### src/rtl/ptp_bus_arb_pkg.sv
// Shared definitions for the ptpv2 bus2ip two-master arbiter slice.
package ptp_bus_arb_pkg;

  typedef enum logic [1:0] {
    IDLE   = 2'd0,
    ACCESS = 2'd1,
    ACK    = 2'd2
  } state_e;

  localparam logic [31:0] INT_BASE_ADDR = 32'h0000_0300;
  localparam logic [31:0] INT_MASK_ADDR = 32'h0000_0301;

  localparam int unsigned CNT_W = 4;

endpackage

### src/rtl/ptp_rr_arb2.sv
// Combinational two-way round-robin picker: on a tie the master that did not win last time is chosen.
module ptp_rr_arb2 (
  input  logic [1:0] req_i,
  input  logic       rr_last_i,
  output logic       gnt_valid_o,
  output logic       gnt_sel_o
);

  always_comb begin
    gnt_valid_o = |req_i;
    gnt_sel_o   = 1'b0;
    if (&req_i) gnt_sel_o = ~rr_last_i;
    else        gnt_sel_o = req_i[1];
  end

endmodule

### src/rtl/ptp_bus_arb.sv
// Two-master arbiter serialising single-word accesses onto the bus2ip slave bus
// with a fixed chip-enable window followed by a chip-enable-low gap.
module ptp_bus_arb #(
  parameter int unsigned ACC_CYCLES = 2
) (
  input  logic        bus2ip_clk,
  input  logic        bus2ip_rst_n,
  input  logic        m0_req_i,
  input  logic        m0_wr_i,
  input  logic [31:0] m0_addr_i,
  input  logic [31:0] m0_wdata_i,
  output logic        m0_ack_o,
  output logic [31:0] m0_rdata_o,
  input  logic        m1_req_i,
  input  logic        m1_wr_i,
  input  logic [31:0] m1_addr_i,
  input  logic [31:0] m1_wdata_i,
  output logic        m1_ack_o,
  output logic [31:0] m1_rdata_o,
  output logic [31:0] bus2ip_addr_o,
  output logic [31:0] bus2ip_data_o,
  output logic        bus2ip_rd_ce_o,
  output logic        bus2ip_wr_ce_o,
  input  logic [31:0] ip2bus_data_i,
  output logic        busy_o
);
  import ptp_bus_arb_pkg::*;

  localparam logic [CNT_W-1:0] CNT_LOAD = CNT_W'(ACC_CYCLES - 1);

  state_e           state_q, state_d;
  logic [CNT_W-1:0] cnt_q, cnt_d;
  logic             sel_q, sel_d;
  logic             wr_q, wr_d;
  logic             rr_last_q, rr_last_d;
  logic [31:0]      addr_q, addr_d;
  logic [31:0]      data_q, data_d;
  logic             rd_ce_q, rd_ce_d;
  logic             wr_ce_q, wr_ce_d;
  logic             m0_ack_q, m0_ack_d;
  logic             m1_ack_q, m1_ack_d;
  logic [31:0]      m0_rdata_q, m0_rdata_d;
  logic [31:0]      m1_rdata_q, m1_rdata_d;

  logic gnt_valid;
  logic gnt_sel;

  ptp_rr_arb2 u_rr_arb2 (
    .req_i       ({m1_req_i, m0_req_i}),
    .rr_last_i   (rr_last_q),
    .gnt_valid_o (gnt_valid),
    .gnt_sel_o   (gnt_sel)
  );

  always_comb begin
    state_d    = state_q;
    cnt_d      = cnt_q;
    sel_d      = sel_q;
    wr_d       = wr_q;
    rr_last_d  = rr_last_q;
    addr_d     = addr_q;
    data_d     = data_q;
    rd_ce_d    = 1'b0;
    wr_ce_d    = 1'b0;
    m0_ack_d   = 1'b0;
    m1_ack_d   = 1'b0;
    m0_rdata_d = m0_rdata_q;
    m1_rdata_d = m1_rdata_q;
    unique case (state_q)
      IDLE: begin
        if (gnt_valid) begin
          sel_d     = gnt_sel;
          wr_d      = gnt_sel ? m1_wr_i    : m0_wr_i;
          addr_d    = gnt_sel ? m1_addr_i  : m0_addr_i;
          data_d    = gnt_sel ? m1_wdata_i : m0_wdata_i;
          rr_last_d = gnt_sel;
          cnt_d     = CNT_LOAD;
          rd_ce_d   = ~wr_d;
          wr_ce_d   = wr_d;
          state_d   = ACCESS;
        end
      end
      ACCESS: begin
        // ce is registered, so the last window cycle is the one where cnt_q hits 0
        if (cnt_q == '0) begin
          m0_ack_d = ~sel_q;
          m1_ack_d = sel_q;
          if (!wr_q) begin
            if (sel_q) m1_rdata_d = ip2bus_data_i;
            else       m0_rdata_d = ip2bus_data_i;
          end
          state_d = ACK;
        end else begin
          cnt_d   = cnt_q - 1'b1;
          rd_ce_d = ~wr_q;
          wr_ce_d = wr_q;
        end
      end
      ACK:     state_d = IDLE;
      default: state_d = IDLE;
    endcase
  end

  always_ff @(posedge bus2ip_clk or negedge bus2ip_rst_n) begin
    if (!bus2ip_rst_n) begin
      state_q    <= IDLE;
      cnt_q      <= '0;
      sel_q      <= 1'b0;
      wr_q       <= 1'b0;
      rr_last_q  <= 1'b1;
      addr_q     <= '0;
      data_q     <= '0;
      rd_ce_q    <= 1'b0;
      wr_ce_q    <= 1'b0;
      m0_ack_q   <= 1'b0;
      m1_ack_q   <= 1'b0;
      m0_rdata_q <= '0;
      m1_rdata_q <= '0;
    end else begin
      state_q    <= state_d;
      cnt_q      <= cnt_d;
      sel_q      <= sel_d;
      wr_q       <= wr_d;
      rr_last_q  <= rr_last_d;
      addr_q     <= addr_d;
      data_q     <= data_d;
      rd_ce_q    <= rd_ce_d;
      wr_ce_q    <= wr_ce_d;
      m0_ack_q   <= m0_ack_d;
      m1_ack_q   <= m1_ack_d;
      m0_rdata_q <= m0_rdata_d;
      m1_rdata_q <= m1_rdata_d;
    end
  end

  assign bus2ip_addr_o  = addr_q;
  assign bus2ip_data_o  = data_q;
  assign bus2ip_rd_ce_o = rd_ce_q;
  assign bus2ip_wr_ce_o = wr_ce_q;
  assign m0_ack_o       = m0_ack_q;
  assign m1_ack_o       = m1_ack_q;
  assign m0_rdata_o     = m0_rdata_q;
  assign m1_rdata_o     = m1_rdata_q;
  assign busy_o         = (state_q != IDLE);

endmodule

### config.mk
export PLATFORM = sky130hd
export DESIGN_NAME = ptp_bus_arb
export DESIGN_NICKNAME = d
export VERILOG_FILES = /design/src/rtl/ptp_bus_arb_pkg.sv /design/src/rtl/ptp_rr_arb2.sv /design/src/rtl/ptp_bus_arb.sv
export SDC_FILE = /design/constraint.sdc
export NUM_CORES = 1
export LEC_CHECK = 0
export CORE_MARGIN = 2
export CORE_UTILIZATION = 30
export CTS_CLUSTER_SIZE = 30
export DETAILED_ROUTE_END_ITERATION = 8
export GPL_TIMING_DRIVEN = 0
export HOLD_SLACK_MARGIN = 0.06
export PLACE_DENSITY = 0.6
export RECOVER_POWER = 50
export REMOVE_ABC_BUFFERS = 1
export SYNTH_ARGS = -nofsm -noshare
export SYNTH_HDL_FRONTEND = slang
export SYNTH_SLANG_ARGS = --single-unit
export TNS_END_PERCENT = 20
### constraint.sdc
create_clock -name bus2ip_clk -period 2.9 [get_ports bus2ip_clk]
set_input_delay 0.29 -clock bus2ip_clk [delete_from_list [all_inputs] [get_ports bus2ip_clk]]
set_output_delay 0.29 -clock bus2ip_clk [all_outputs]
set_load 0.01 [all_outputs]
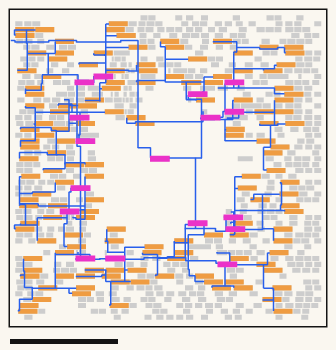
Figure 1: clock distribution.
The bar under the picture is 50 um long.
clock drivers: marked magenta, count 17. clock wires: marked blue, length 1920 um. flip-flops: marked orange, count 141.
There are 18 routed clock nets. Position of the flops: all over the die.

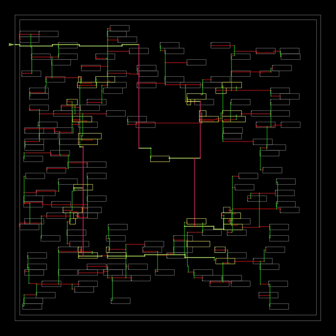
Figure 2: clock wiring as the flow saved it.
clock buffer instance count of the final layout: 23
number of sinks handled by clock tree synthesis: 141
Late-Pin Clk Latency: 0.42 ns
number of flip-flops and latches: 141

==> impl_metrics.xml <==
<?xml version="1.0" encoding="UTF-8"?>
<metrics>
  <group name="global_routing">
    <metric name="first_global_vias" unit="">4816</metric>
    <metric name="globalRouteMet3Util" unit="">0.0772</metric>
    <metric name="grt_use_met1" unit="">0.182</metric>
    <metric name="groute.usage.overall" unit="">0.157</metric>
    <metric name="grt-busiest-layer" unit="">met2</metric>
    <metric name="grt_first_pass_wirelength" unit="um">26400</metric>
    <metric name="antenna_found_initial" unit="">0</metric>
  </group>
  <group name="route">
    <metric name="wl_met3" unit="um">1920</metric>
    <metric name="vias_per_cell" unit="">4.47</metric>
    <metric name="finalWirelength" unit="um">16400</metric>
    <metric name="drt_first_iter_violations" unit="">96</metric>
    <metric name="routed_length_on_met1" unit="um">6620</metric>
    <metric name="drt-wirelength-per-cell" unit="um">16.7</metric>
    <metric name="first_pass_iters" unit="">4</metric>
  </group>
  <group name="logic_synthesis">
    <metric name="async_set_or_reset_register_ratio_after_synthesis" unit="">1.00</metric>
    <metric name="edf_count" unit="">0</metric>
    <metric name="synthesis.yosys.warnings" unit="">0</metric>
    <metric name="synth-cells-yosys" unit="">391</metric>
    <metric name="ys_top_logic_family" unit="">multiplexers</metric>
    <metric name="synth-main-ff-cell" unit="">dfrtp_1</metric>
    <metric name="fa_ha_area_frac" unit="">0.00411</metric>
    <metric name="top_cell_area_share" unit="">0.576</metric>
    <metric name="synth.ff_latch_count" unit="">141</metric>
    <metric name="sequential_cell_area_fraction_in_the_yosys_report" unit="">0.580</metric>
    <metric name="synth.cellmix.compoundShare" unit="">0.00678</metric>
    <metric name="yosys-stat-area" unit="sq um">6090</metric>
  </group>
  <group name="finish">
    <metric name="num_antenna_cells" unit="">0</metric>
    <metric name="final_design_area_no_fill" unit="sq um">10100</metric>
    <metric name="drive_above_1_share" unit="">0.336</metric>
    <metric name="biggestCellCategory" unit="">registers</metric>
    <metric name="layout.buffer.nonclock.area_share" unit="">0.313</metric>
    <metric name="clk_share" unit="">0.0606</metric>
    <metric name="nonClockBufferCount" unit="">308</metric>
    <metric name="combinational_share_of_cell_area" unit="">0.242</metric>
    <metric name="area_added_between_synthesis_and_finish" unit="%">65.8</metric>
  </group>
  <group name="die">
    <metric name="row_count" unit="">52</metric>
    <metric name="io_pins" unit="">299</metric>
    <metric name="floorplan.tapcells" unit="">270</metric>
    <metric name="fp.coreArea" unit="sq um">20100</metric>
    <metric name="die_y" unit="um">146</metric>
  </group>
  <group name="final_timing">
    <metric name="clock_skew" unit="ns">0.0128</metric>
    <metric name="clock.fmax" unit="MHz">381</metric>
    <metric name="finalSetupTns" unit="ns">0</metric>
    <metric name="hold-worst-slack" unit="ns">0.490</metric>
    <metric name="hold_viol" unit="">0</metric>
    <metric name="setup_viol" unit="">0</metric>
  </group>
  <group name="worst_setup_path">
    <metric name="chain_of_cells_forming_the_critical_path" unit="">inv_1, ha_1, or3b_1, nor4_4, buf_8, mux2_2</metric>
    <metric name="timing.setup.critical_path_class" unit="">flip-flop to flip-flop</metric>
    <metric name="critPathMaxFanout" unit="">11</metric>
    <metric name="reg2reg_depth" unit="">6</metric>
    <metric name="reg2reg_from" unit="">cnt_q[0]</metric>
    <metric name="setup.worst_path.start_class" unit="">flip-flop</metric>
    <metric name="crit_path_end" unit="">m0_rdata_o[1]</metric>
    <metric name="critical_path.max_stage_delay" unit="ns">0.79</metric>
    <metric name="worst_ep_arrival_time" unit="ns">2.92</metric>
    <metric name="endpoint_kind_of_the_worst_setup_timing_path" unit="">flip-flop</metric>
  </group>
  <group name="power">
    <metric name="seq_power" unit="mW">3.47</metric>
    <metric name="seq_power_share" unit="">0.336</metric>
    <metric name="ir_worst_vdd" unit="uV">545</metric>
    <metric name="finalPower" unit="mW">10.3</metric>
    <metric name="p_switching" unit="mW">3.09</metric>
    <metric name="comb_cell_power" unit="mW">4.61</metric>
  </group>
  <group name="min_path">
    <metric name="timing.hold.worst.class" unit="">flip-flop to flip-flop</metric>
    <metric name="hold_path_startpoint" unit="">m0_rdata_o[6]</metric>
    <metric name="worst_hold_path.endpoint" unit="">m0_rdata_o[6]</metric>
  </group>
  <group name="cts">
    <metric name="post-cts-setup-buffers" unit="">0</metric>
    <metric name="ctsLongestPathBuffers" unit="">2</metric>
    <metric name="path_clk_slew" unit="ns">0.06</metric>
    <metric name="tritoncts" unit="">done</metric>
    <metric name="holdBufCountCts" unit="">1</metric>
    <metric name="clock_tree.htree_level_count" unit="">4</metric>
  </group>
  <group name="job">
    <metric name="tool_warnings" unit="">26</metric>
  </group>
  <group name="placed_design">
    <metric name="post-dp-hpwl" unit="um">12400</metric>
    <metric name="i_o_buffers" unit="">298</metric>
    <metric name="postPlaceCellArea" unit="sq um">9480</metric>
  </group>
  <group name="outcome">
    <metric name="outcome" unit="">completed</metric>
  </group>
</metrics>
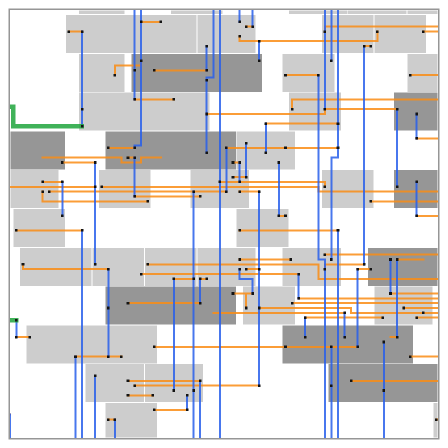
Figure 3: zoomed window.
Region (95, 22) to (125, 52) um. Cells in grey, sequential cells in the stronger grey; small squares are vias.
metal 1: marked orange. metal 2: marked blue. metal 3: marked green.
Sequential cells in the window: 6. Most frequent: clkdlybuf4s50_1 (13), mux2_2 (9), dfrtp_1 (6). Netlist names of flops here include bus2ip_data_o (4), bus2ip_addr_o (2). 33 logic cells have their middle in the window.

Power is estimated from default activity; no workload was simulated.
